--- config.mk ---
export PLATFORM = sky130hd
export DESIGN_NAME = seg7_scan_mux
export DESIGN_NICKNAME = d
export VERILOG_FILES = /design/src/rtl/seg7_scan_mux.sv
export SDC_FILE = /design/constraint.sdc
export NUM_CORES = 1
export LEC_CHECK = 0
export CAP_MARGIN = 20
export CORE_ASPECT_RATIO = 0.9
export CORE_UTILIZATION = 56
export CTS_CLUSTER_SIZE = 12
export DETAILED_ROUTE_END_ITERATION = 10
export GPL_TIMING_DRIVEN = 0
export PLACE_DENSITY = 0.84
export SETUP_SLACK_MARGIN = 0.15
export SKIP_CTS_REPAIR_TIMING = 1
export SLEW_MARGIN = 20
export SYNTH_ARGS = -nofsm -noshare
export SYNTH_HDL_FRONTEND = slang
export SYNTH_SLANG_ARGS = --single-unit
--- constraint.sdc ---
create_clock -name clk -period 8.31 [get_ports clk]
set_input_delay 2.0775 -clock clk [delete_from_list [all_inputs] [get_ports clk]]
set_output_delay 2.0775 -clock clk [all_outputs]
set_load 0.005 [all_outputs]
--- src/rtl/seg7_scan_mux.sv ---
// -----------------------------------------------------------------------------
// seg7_scan_mux
//
// Time-multiplexed seven-segment display driver. Scans NUM_DIGITS digits, one
// per refresh slot of 2**REFRESH_LOG2 clock cycles. Each digit is a 5-bit code
// {dp, hex[3:0]}. The hex nibble is decoded to segments a..g. One anode is
// driven per slot. The driver also supports per-digit blanking and PWM
// brightness inside each slot. Inputs are captured into shadow registers only
// at frame boundaries, so a frame on the glass never mixes old and new data.
//
// Parameters
//   NUM_DIGITS    digits scanned (>= 1); width of AN and blank
//   REFRESH_LOG2  slot length is 2**REFRESH_LOG2 clk cycles per digit
//   BRIGHT_W      brightness phase bits taken from the top of the prescaler
//   AN_ACT_LOW    1: an asserted anode is driven as 0
//   SEG_ACT_LOW   1: a lit segment is driven as 0
//
// Ports
//   clk         in   system clock
//   rst         in   synchronous active-high reset
//   disps       in   5*NUM_DIGITS; digit k = disps[5k+4:5k] = {dp, hex}, digit 0 rightmost
//   blank       in   NUM_DIGITS; 1 = digit k dark for the whole frame
//   bright      in   BRIGHT_W+1; on-time in 1/2**BRIGHT_W slot units, >= 2**BRIGHT_W is full
//   AN          out  NUM_DIGITS anode enables, one-hot-or-none in asserted polarity
//   seven_out   out  8 segment outputs {dp,g,f,e,d,c,b,a}
//   frame_tick  out  1-cycle pulse in the cycle after the shadow registers load
// -----------------------------------------------------------------------------
module seg7_scan_mux #(
  parameter int NUM_DIGITS   = 4,
  parameter int REFRESH_LOG2 = 16,
  parameter int BRIGHT_W     = 4,
  parameter bit AN_ACT_LOW   = 1'b1,
  parameter bit SEG_ACT_LOW  = 1'b1
) (
  input  logic                    clk,
  input  logic                    rst,
  input  logic [5*NUM_DIGITS-1:0] disps,
  input  logic [NUM_DIGITS-1:0]   blank,
  input  logic [BRIGHT_W:0]       bright,
  output logic [NUM_DIGITS-1:0]   AN,
  output logic [7:0]              seven_out,
  output logic                    frame_tick
);

  // A single-digit display still needs a one-bit index register; it simply
  // never leaves zero.
  localparam int IDX_W = (NUM_DIGITS > 1) ? $clog2(NUM_DIGITS) : 1;
  localparam logic [IDX_W-1:0] LAST_IDX = IDX_W'(NUM_DIGITS - 1);

  // Pin levels that mean "nothing driven" in the chosen polarities.
  localparam logic [NUM_DIGITS-1:0] AN_OFF  = {NUM_DIGITS{AN_ACT_LOW}};
  localparam logic [7:0]            SEG_OFF = {8{SEG_ACT_LOW}};

  // Scan state.
  logic [REFRESH_LOG2-1:0] cnt;
  logic [IDX_W-1:0]        idx;

  // Frame shadow copies of the display inputs.
  logic [5*NUM_DIGITS-1:0] disps_s;
  logic [NUM_DIGITS-1:0]   blank_s;
  logic [BRIGHT_W:0]       bright_s;

  // Scan decode.
  logic                    slot_end;
  logic                    frame_end;
  logic [BRIGHT_W-1:0]     phase;
  logic [4:0]              cur_code;
  logic                    cur_blank;
  logic                    lit;
  logic [NUM_DIGITS-1:0]   an_hot;
  logic [7:0]              seg_next;

  // Active-high a..g pattern for one hex nibble.
  function automatic logic [6:0] hex_to_seg(input logic [3:0] hex);
    logic [6:0] seg;
    case (hex)
      4'h0:    seg = 7'h3F;
      4'h1:    seg = 7'h06;
      4'h2:    seg = 7'h5B;
      4'h3:    seg = 7'h4F;
      4'h4:    seg = 7'h66;
      4'h5:    seg = 7'h6D;
      4'h6:    seg = 7'h7D;
      4'h7:    seg = 7'h07;
      4'h8:    seg = 7'h7F;
      4'h9:    seg = 7'h6F;
      4'hA:    seg = 7'h77;
      4'hB:    seg = 7'h7C;
      4'hC:    seg = 7'h39;
      4'hD:    seg = 7'h5E;
      4'hE:    seg = 7'h79;
      default: seg = 7'h71;
    endcase
    return seg;
  endfunction

  // A slot ends when the prescaler is about to wrap. The frame ends when that
  // happens on the last digit.
  assign slot_end  = (cnt == '1);
  assign frame_end = slot_end && (idx == LAST_IDX);

  // The top prescaler bits form a sawtooth across the slot. That sawtooth is
  // compared against the brightness setting to make the PWM on-window.
  assign phase = cnt[REFRESH_LOG2-1 -: BRIGHT_W];

  // Prescaler and digit index. The prescaler wraps by itself. The index steps
  // once per slot and returns to digit 0 after the last digit.
  always_ff @(posedge clk) begin
    if (rst) begin
      cnt <= '0;
      idx <= '0;
    end else begin
      cnt <= cnt + REFRESH_LOG2'(1);
      if (slot_end) begin
        if (frame_end) begin
          idx <= '0;
        end else begin
          idx <= idx + IDX_W'(1);
        end
      end
    end
  end

  // Shadow registers follow the inputs throughout reset. They are therefore
  // already valid when scanning restarts at digit 0. After that they are
  // refreshed only at the frame boundary.
  always_ff @(posedge clk) begin
    if (rst || frame_end) begin
      disps_s  <= disps;
      blank_s  <= blank;
      bright_s <= bright;
    end
  end

  // frame_tick marks the cycle in which freshly loaded shadow data becomes
  // current. Reset takes priority even when it coincides with a boundary.
  always_ff @(posedge clk) begin
    if (rst) begin
      frame_tick <= 1'b0;
    end else begin
      frame_tick <= frame_end;
    end
  end

  // Select the code and blank bit of the digit currently being scanned. A
  // loop is used here because it stays safe when NUM_DIGITS is not a power of
  // two.
  always_comb begin
    cur_code  = disps_s[4:0];
    cur_blank = blank_s[0];
    for (int k = 0; k < NUM_DIGITS; k++) begin
      if (idx == IDX_W'(k)) begin
        cur_code  = disps_s[5*k +: 5];
        cur_blank = blank_s[k];
      end
    end
  end

  // Work out whether the current digit is lit in this cycle. When it is dark,
  // both the anodes and the segments go idle so that nothing ghosts onto a
  // neighbouring digit.
  always_comb begin
    lit      = !cur_blank && ({1'b0, phase} < bright_s);
    an_hot   = '0;
    for (int k = 0; k < NUM_DIGITS; k++) begin
      an_hot[k] = lit && (idx == IDX_W'(k));
    end
    seg_next = 8'h00;
    if (lit) begin
      seg_next = {cur_code[4], hex_to_seg(cur_code[3:0])};
    end
  end

  // Registered pin drivers. Polarity is applied here, so all the logic above
  // works in active-high terms.
  always_ff @(posedge clk) begin
    if (rst) begin
      AN        <= AN_OFF;
      seven_out <= SEG_OFF;
    end else begin
      AN        <= an_hot ^ AN_OFF;
      seven_out <= seg_next ^ SEG_OFF;
    end
  end

endmodule

Figure 1. Wire density map.
The die is cut into 15 by 13 equal tiles; dark blue is low, red is high, scaled to the fullest tile. Values are wire area over tile area, all layers added.
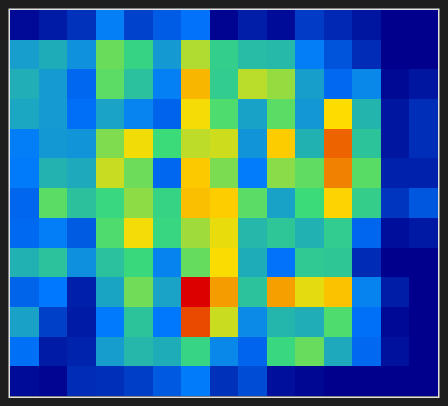
The densest ninth of the die: centre. 9.2% of the tiles are nearly empty. 24% of the tiles are over half the peak. The emptiest ninth of the die: upper right.
drt wl/cell: 13.8 um
GRT Total Usage: 21.9%

Figure 2. Cell sizes after repair.
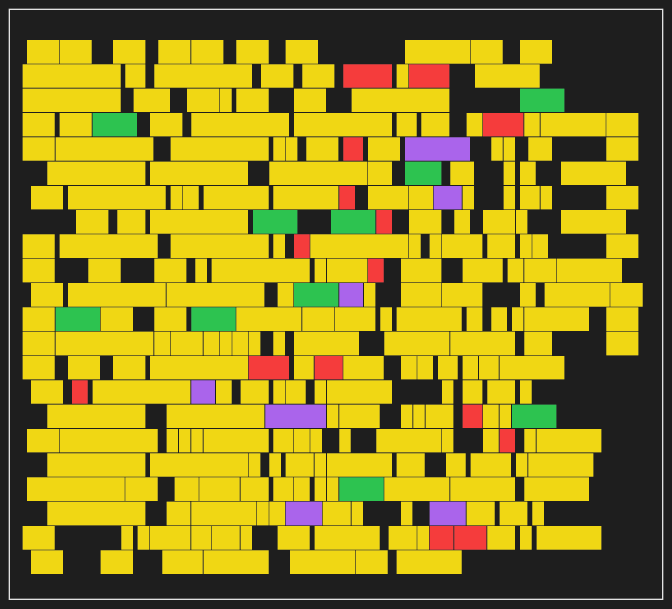
x6 and larger: drawn in green, cells 10. x3 and x4: drawn in purple, cells 7. x2: drawn in red, cells 15. x1 and smaller: drawn in yellow, cells 240.
Area Growth Syn to Fin: 26.6%
non-clock buffer count: 50
post-route cell area: 3210 um^2
Final WS setup: 4.79 ns

==> impl_metrics.toml <==
# flow metrics
[logic_synthesis]
largest_area_cell = "edfxtp_1"
synth.top_cells.by_area = "edfxtp_1 34%, dfxtp_1 24%, ha_1 6.9%"
ys_warn_count = 0
netlist_instances = 213
edf_count = 29
ys_sh_xor_pct = 4.14
synthSimpleGateAreaFrac_pct = 13.1
fp_nets = 258
syn_area_um2 = 2540
synth_top_area_share_pct = 34.3
top_cell = "dfxtp_1"
yosys.area_share.adder_pct = 6.90
ys_ff = 60
async_reset_ff_share_pct = 0
mux_area_share_pct = 3.99

[layout]
comb_area_um2 = 980
finalNonFillerCells = 332
fin_util_pct = 76.3
sh_seq_area_pct = 46.4
flops = 60
top_regs = "disps_s x20, cnt x16, seven_out x8"

[power_and_ir_drop]
netSwitchingFraction_pct = 22.4
p_clk_share_pct = 36.1
comb-power_uw = 45.7
switchingPower_uw = 131
top_power_group = "registers"
vdd_drop_max_v = 0.000193
power.internal_uw = 452

[setup_path]
slowest_delay_ns = 0.53
cp.arrival_ns = 3.47
worstPathRequired_ns = 8.27
cp.depth = 3
critPathBufInv = 2
end_kind = "flip-flop"
slowest_stage = "clkdlybuf4s50_1"
crit_end = "disps_s[4]"
cp_top_family = "buffers and inverters"
rr_worst_depth = 11

[status]
status = "finished clean"

[route]
met1_length_um = 2110
wl_met2_um = 2150
drtPass1Iterations = 4
vias_per_cell = 5.24
highest_layer = "met4"

[clocking]
clk_pin_slew_ns = 0.06
clock_sinks = 60
cts.path.max_buffers = 2

[timing]
fin_setup_tns_ns = 0
min_period_ns = 3.52
tightest_slew_ns = 0.813
rsz0062_at_grt = "false"
skew_ns = 0.00709

[floorplan]
core-area_um2 = 4210
die_area_um2 = 4810
io_pins = 44

[global_route]
grt_start_max_net_pins = 30
busiest_layer = "met2"
grt_pass1_wl_um = 7490

[placed_design]
placed_cell_area_um2 = 3060
port_buffers = 43
hpwl_um = 3160

[worst_hold_path]
hp-class = "reg2reg"
min_to = "cnt[0]"
